===== config.mk =====
export PLATFORM = sky130hd
export DESIGN_NAME = exec_unit
export DESIGN_NICKNAME = d
export VERILOG_FILES = /design/src/rtl/exec_unit.sv
export SDC_FILE = /design/constraint.sdc
export NUM_CORES = 1
export LEC_CHECK = 0
export CORE_UTILIZATION = 40
export CTS_CLUSTER_DIAMETER = 50
export DETAILED_ROUTE_END_ITERATION = 6
export PLACE_DENSITY = 0.56
export SYNTH_ARGS = -nofsm -noshare
export SYNTH_HDL_FRONTEND = slang
export SYNTH_SLANG_ARGS = --single-unit

===== constraint.sdc =====
create_clock -name clk_i -period 5.31 [get_ports clk_i]
set_input_delay 0.7965 -clock clk_i [delete_from_list [all_inputs] [get_ports clk_i]]
set_output_delay 0.7965 -clock clk_i [all_outputs]
set_load 0.01 [all_outputs]

===== src/rtl/exec_unit.sv =====
// Two-stage execution unit: register file, arith/logic/shift ALU and a persistent flag register,
// with valid/ready on both the instruction and result sides and forwarding from the ALU stage.
module exec_unit #(
    parameter int unsigned WORD_WIDTH    = 8,
    parameter int unsigned ADDRESS_WIDTH = 3
) (
    input  logic                     clk_i,
    input  logic                     rst_ni,
    input  logic                     instr_valid_i,
    output logic                     instr_ready_o,
    input  logic [1:0]               op_class_i,
    input  logic [1:0]               op_sub_i,
    input  logic [ADDRESS_WIDTH-1:0] dst_i,
    input  logic [ADDRESS_WIDTH-1:0] src_a_i,
    input  logic [ADDRESS_WIDTH-1:0] src_b_i,
    input  logic                     use_imm_i,
    input  logic [WORD_WIDTH-1:0]    imm_i,
    input  logic                     wb_i,
    output logic                     res_valid_o,
    input  logic                     res_ready_i,
    output logic [WORD_WIDTH-1:0]    res_data_o,
    output logic [4:0]               res_flags_o,
    output logic [4:0]               flags_o,
    input  logic                     host_we_i,
    input  logic [ADDRESS_WIDTH-1:0] host_addr_i,
    input  logic [WORD_WIDTH-1:0]    host_wdata_i,
    output logic [WORD_WIDTH-1:0]    host_rdata_o
);

    localparam int unsigned SHAMT_WIDTH = $clog2(WORD_WIDTH);
    localparam int unsigned REG_COUNT   = 2 ** ADDRESS_WIDTH;
    localparam int unsigned MSB         = WORD_WIDTH - 1;
    localparam int unsigned DW          = 2 * WORD_WIDTH;

    // Flag vector layout {SF,PF,OF,ZF,CF}
    localparam int unsigned FlagCf = 0;

    typedef enum logic [1:0] {
        ClsArith = 2'd0,
        ClsLogic = 2'd1,
        ClsShl   = 2'd2,
        ClsShr   = 2'd3
    } op_class_e;

    // Register file
    logic [WORD_WIDTH-1:0] regs_q [REG_COUNT];
    logic [WORD_WIDTH-1:0] regs_d [REG_COUNT];

    // Stage A
    logic                     a_valid_q, a_valid_d;
    op_class_e                a_class_q, a_class_d;
    logic [1:0]               a_sub_q, a_sub_d;
    logic [ADDRESS_WIDTH-1:0] a_dst_q, a_dst_d;
    logic                     a_wb_q, a_wb_d;
    logic [WORD_WIDTH-1:0]    a_opa_q, a_opa_d;
    logic [WORD_WIDTH-1:0]    a_opb_q, a_opb_d;

    // Output stage and flag register
    logic                  res_valid_q, res_valid_d;
    logic [WORD_WIDTH-1:0] res_data_q, res_data_d;
    logic [4:0]            res_flags_q, res_flags_d;
    logic [4:0]            flags_q, flags_d;

    logic advance;
    logic accept;

    // ALU signals
    logic [WORD_WIDTH-1:0]  alu_res;
    logic                   alu_cf;
    logic                   alu_of;
    logic [4:0]             alu_flags;
    logic [SHAMT_WIDTH-1:0] shamt;
    logic                   cf_in;
    logic                   carry;
    logic [WORD_WIDTH:0]    sum;
    logic [WORD_WIDTH:0]    shl_w;
    logic [WORD_WIDTH:0]    shr_w;
    logic [WORD_WIDTH:0]    sar_w;
    logic [DW-1:0]          rol_w;
    logic [DW-1:0]          ror_w;

    logic                  fwd_a, fwd_b;
    logic [WORD_WIDTH-1:0] opa_rd, opb_rd;

    assign advance       = a_valid_q & (~res_valid_q | res_ready_i);
    assign instr_ready_o = ~a_valid_q | advance;
    assign accept        = instr_valid_i & instr_ready_o;

    assign res_valid_o  = res_valid_q;
    assign res_data_o   = res_data_q;
    assign res_flags_o  = res_flags_q;
    assign flags_o      = flags_q;
    assign host_rdata_o = regs_q[host_addr_i];

    // The instruction leaving stage A this cycle writes its result at the same edge, so a
    // dependent operand must be taken straight from the ALU.
    assign fwd_a  = advance & a_wb_q & (a_dst_q == src_a_i);
    assign fwd_b  = advance & a_wb_q & (a_dst_q == src_b_i);
    assign opa_rd = fwd_a ? alu_res : regs_q[src_a_i];
    assign opb_rd = use_imm_i ? imm_i : (fwd_b ? alu_res : regs_q[src_b_i]);

    always_comb begin
        alu_res = '0;
        alu_cf  = 1'b0;
        alu_of  = 1'b0;
        shamt   = a_opb_q[SHAMT_WIDTH-1:0];
        cf_in   = flags_q[FlagCf];
        carry   = a_sub_q[0] & cf_in;
        sum     = '0;
        shl_w   = {1'b0, a_opa_q} << shamt;
        shr_w   = {a_opa_q, 1'b0} >> shamt;
        sar_w   = $signed({a_opa_q, 1'b0}) >>> shamt;
        rol_w   = {a_opa_q, a_opa_q} << shamt;
        ror_w   = {a_opa_q, a_opa_q} >> shamt;

        unique case (a_class_q)
            ClsArith: begin
                if (!a_sub_q[1]) begin
                    sum    = {1'b0, a_opa_q} + {1'b0, a_opb_q} + {{WORD_WIDTH{1'b0}}, carry};
                    alu_of = (a_opa_q[MSB] == a_opb_q[MSB]) & (sum[MSB] != a_opa_q[MSB]);
                end else begin
                    sum    = {1'b0, a_opa_q} - {1'b0, a_opb_q} - {{WORD_WIDTH{1'b0}}, carry};
                    alu_of = (a_opa_q[MSB] != a_opb_q[MSB]) & (sum[MSB] != a_opa_q[MSB]);
                end
                alu_res = sum[MSB:0];
                alu_cf  = sum[WORD_WIDTH];
            end
            ClsLogic: begin
                unique case (a_sub_q)
                    2'd0: alu_res = a_opa_q & a_opb_q;
                    2'd1: alu_res = a_opa_q | a_opb_q;
                    2'd2: alu_res = a_opa_q ^ a_opb_q;
                    2'd3: alu_res = a_opa_q & ~a_opb_q;
                endcase
            end
            ClsShl: begin
                unique case (a_sub_q)
                    2'd1: begin
                        alu_res = rol_w[DW-1 -: WORD_WIDTH];
                        alu_cf  = alu_res[0];
                    end
                    2'd2: begin
                        alu_res = {a_opa_q[MSB-1:0], cf_in};
                        alu_cf  = a_opa_q[MSB];
                    end
                    default: begin
                        alu_res = shl_w[MSB:0];
                        alu_cf  = shl_w[WORD_WIDTH];
                    end
                endcase
                if (a_sub_q != 2'd2 && shamt == '0) begin
                    alu_res = a_opa_q;
                    alu_cf  = cf_in;
                end
                alu_of = a_opa_q[MSB] ^ alu_res[MSB];
            end
            ClsShr: begin
                unique case (a_sub_q)
                    2'd0: begin
                        alu_res = shr_w[WORD_WIDTH:1];
                        alu_cf  = shr_w[0];
                    end
                    2'd1: begin
                        alu_res = sar_w[WORD_WIDTH:1];
                        alu_cf  = sar_w[0];
                    end
                    2'd2: begin
                        alu_res = ror_w[MSB:0];
                        alu_cf  = alu_res[MSB];
                    end
                    2'd3: begin
                        alu_res = {cf_in, a_opa_q[MSB:1]};
                        alu_cf  = a_opa_q[0];
                    end
                endcase
                if (a_sub_q != 2'd3 && shamt == '0) begin
                    alu_res = a_opa_q;
                    alu_cf  = cf_in;
                end
                alu_of = a_opa_q[MSB] ^ alu_res[MSB];
            end
        endcase
    end

    assign alu_flags = {alu_res[MSB], ~^alu_res, alu_of, (alu_res == '0), alu_cf};

    always_comb begin
        a_valid_d = a_valid_q;
        a_class_d = a_class_q;
        a_sub_d   = a_sub_q;
        a_dst_d   = a_dst_q;
        a_wb_d    = a_wb_q;
        a_opa_d   = a_opa_q;
        a_opb_d   = a_opb_q;
        if (accept) begin
            a_valid_d = 1'b1;
            a_class_d = op_class_e'(op_class_i);
            a_sub_d   = op_sub_i;
            a_dst_d   = dst_i;
            a_wb_d    = wb_i;
            a_opa_d   = opa_rd;
            a_opb_d   = opb_rd;
        end else if (advance) begin
            a_valid_d = 1'b0;
        end
    end

    always_comb begin
        res_valid_d = res_valid_q;
        res_data_d  = res_data_q;
        res_flags_d = res_flags_q;
        flags_d     = flags_q;
        if (advance) begin
            res_valid_d = 1'b1;
            res_data_d  = alu_res;
            res_flags_d = alu_flags;
            flags_d     = alu_flags;
        end else if (res_ready_i) begin
            res_valid_d = 1'b0;
        end
    end

    // Writeback is applied last so it overrides a host write to the same register.
    always_comb begin
        regs_d = regs_q;
        if (host_we_i) begin
            regs_d[host_addr_i] = host_wdata_i;
        end
        if (advance && a_wb_q) begin
            regs_d[a_dst_q] = alu_res;
        end
    end

    always_ff @(posedge clk_i) begin
        if (!rst_ni) begin
            a_valid_q   <= 1'b0;
            a_class_q   <= ClsArith;
            a_sub_q     <= '0;
            a_dst_q     <= '0;
            a_wb_q      <= 1'b0;
            a_opa_q     <= '0;
            a_opb_q     <= '0;
            res_valid_q <= 1'b0;
            res_data_q  <= '0;
            res_flags_q <= '0;
            flags_q     <= '0;
            for (int i = 0; i < REG_COUNT; i++) begin
                regs_q[i] <= '0;
            end
        end else begin
            a_valid_q   <= a_valid_d;
            a_class_q   <= a_class_d;
            a_sub_q     <= a_sub_d;
            a_dst_q     <= a_dst_d;
            a_wb_q      <= a_wb_d;
            a_opa_q     <= a_opa_d;
            a_opb_q     <= a_opb_d;
            res_valid_q <= res_valid_d;
            res_data_q  <= res_data_d;
            res_flags_q <= res_flags_d;
            flags_q     <= flags_d;
            regs_q      <= regs_d;
        end
    end

endmodule


==> GITHUB_STEP_SUMMARY <==
## Implementation flow summary

| Metric | Value |
|---|---|
| Final WL | `31.2 mm` |
| Mapped Area | `9260 um2` |
| Sequential area share after synthesis | `22.1%` |
| DR vias/cell | `6.37` |
| # hold bufs at CTS | `0` |
| DR WL/cell | `23.4 um` |
| Post-CTS setup buffers | `0` |
| Antenna violations before repair | `0` |
| Final Power | `2.14 mW` |
| Synthesis Warnings | `0` |
| Area reported by Yosys stat | `9260 um2` |
| Setup CP Type | `reg -> reg` |
| Most instantiated logic cells after routing | `a21oi_1 (100), dfxtp_1 (100), o21ai_0 (74)` |
| Net Count, Synth | `1116` |
| Switching power | `718 uW` |
| Num CTS Buffers | `9` |
| HP Class | `reg -> reg` |
| Vias in the first global route | `8122` |
| Port Buffers | `66` |
| Largest net degree at the start of global routing | `50` |
| Skew final | `0.0157 ns` |
| Distinct cells, synth | `75` |
| Core ar. | `22600 um2` |
| Status | `completed` |
| CP peak stage delay | `0.49 ns` |
| Cts repair resizes | `0` |
| # diodes | `0` |
| Max-cap check violation count | `0` |
| H-tree depth | `3` |
| DIE AREA | `23800 um2` |
| Grt ovf | `0` |
| Post-synth ARST share | `0%` |
| Worst endpoint required time | `5.60 ns` |
| EDFF count, synth | `0` |
| # rows | `55` |
| CP top delay family | `AND-OR/OR-AND gates` |
| Combinational share of power | `26.7%` |
| Die Wd | `154 um` |
| Placed Area | `10100 um2` |
[layout make-up]
class                           instances  area [um2]
Clock buffer                            9         225
Fill cell                            2170       12200
Sequential cell                       102        2040
Clock inverter                          7        92.6
Multi-Input combinational cell        787        6590
Tap cell                              285         357
Inverter                               37         139
Timing Repair Buffer                  105         948
[through the flow]
stage          hold slack [ns]  setup slack, ns
6_report                 0.479             1.23
3_5_place_dp             0.469             1.27
3_3_place_gp             0.459             1.31
5_1_grt                  0.515            0.894
4_1_cts                  0.480             1.25
2_1_floorplan            0.463             1.45
[power by group through the flow]
stage               clock [mW]  combinational, mW  sequential, mW
floorplan                    0              0.396           0.834
finish                   0.731              0.570           0.835
global route             0.771              0.616           0.840
detailed placement           0              0.563           0.852
global placement             0              0.564           0.852
CTS                      0.745              0.565           0.834
[path summary, 6_finish.rpt]
path,from,endpoint,slack (ns),depth (start not counted)
worst min register to register,res_data_o[2],res_data_o[2],0.48,2
worst max-delay path,a_opa_q[0],flags_o[3],1.23,16
worst min-delay path,res_data_o[2],res_data_o[2],0.48,2
worst max register to register,a_opa_q[0],flags_o[3],1.23,16
[synth_stat cells, types with 8 or more instances]
| cell type | number | area, um2 |
|---|---|---|
| mux2i_1 | 29 | 290 |
| clkbuf_1 | 71 | 267 |
| a211oi_1 | 26 | 195 |
| nand2_1 | 71 | 267 |
| buf_4 | 11 | 82.6 |
| xor2_1 | 11 | 96.3 |
| dfxtp_1 | 102 | 2040 |
| a21oi_1 | 101 | 505 |
| nand3_1 | 27 | 135 |
| nand2b_1 | 14 | 87.6 |
| o211ai_1 | 13 | 97.6 |
| o21ai_0 | 74 | 370 |
| inv_1 | 35 | 131 |
| buf_2 | 18 | 90.1 |
| mux2_2 | 61 | 687 |
| ha_1 | 39 | 488 |
| a31oi_1 | 8 | 50.1 |
| a211o_1 | 8 | 70.1 |
| nor3_1 | 13 | 65.1 |
| mux4_2 | 65 | 1460 |
| nor2b_1 | 15 | 93.8 |
| nor2_1 | 47 | 176 |
| and2_1 | 9 | 56.3 |
| xnor2_1 | 14 | 123 |
[logic make-up after synthesis]
| family | after synthesis | share of synthesized area, % |
|---|---|---|
| and+or+nand+nor | 249 | 13.8 |
| buffers and inverters | 145 | 6.95 |
| muxes | 156 | 26.6 |
| AOI/OAI and AO/OA | 314 | 22.1 |
| xor gates and xnor gates | 25 | 2.36 |
| adders and majority gates | 43 | 6.14 |
| DFF | 102 | 22.1 |
[per-layer routing]
layer / wire length, um / up-vias / global-route usage [%] / part of all wire, %
met2: 15100 / 348 / 44.8 / 48
li1: - / 3931 / - / -
met4: 765 / 0 / 8.24 / 2.5
met5: 0 / - / 0 / 0
met3: 1880 / 51 / 3.41 / 6.0
met1: 13500 / 4161 / 35.3 / 43
[worst reg2reg max path, cell delays in order (launching register included)]
cell and delay, ns:
dfxtp_1 0.31, buf_4 0.23, inv_1 0.17, fa_1 0.49
inv_1 0.08, ha_1 0.23, a211o_1 0.33, a221o_1 0.31
a21oi_1 0.17, xnor2_1 0.14, a21oi_1 0.18, a22o_1 0.49
ha_1 0.34, xnor2_1 0.18, xnor2_1 0.13, nand2_1 0.07
a21oi_1 0.16
==> images/flops_by_reg.png <==
Other sequential cells in the stronger grey, the rest of the logic in the fainter grey.
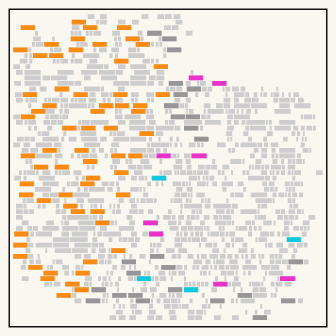
- cyan: flags_o (placed flops 4; where bottom middle)
- orange: regs_q (placed flops 64)
- magenta: a_opb_q (placed flops 8)
- not coloured: 26

==> images/clk_routes.png <==
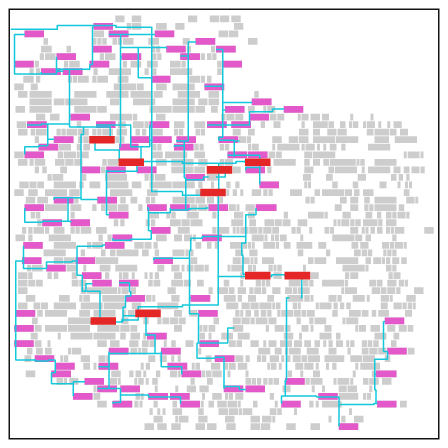
- cyan: clock wires (length 1600 um)
- magenta: flip-flops (count 102)
- red: clock drivers (count 9)
- routed clock nets: 10

Power figures rest on the tool's default switching activity, not on a simulated workload.
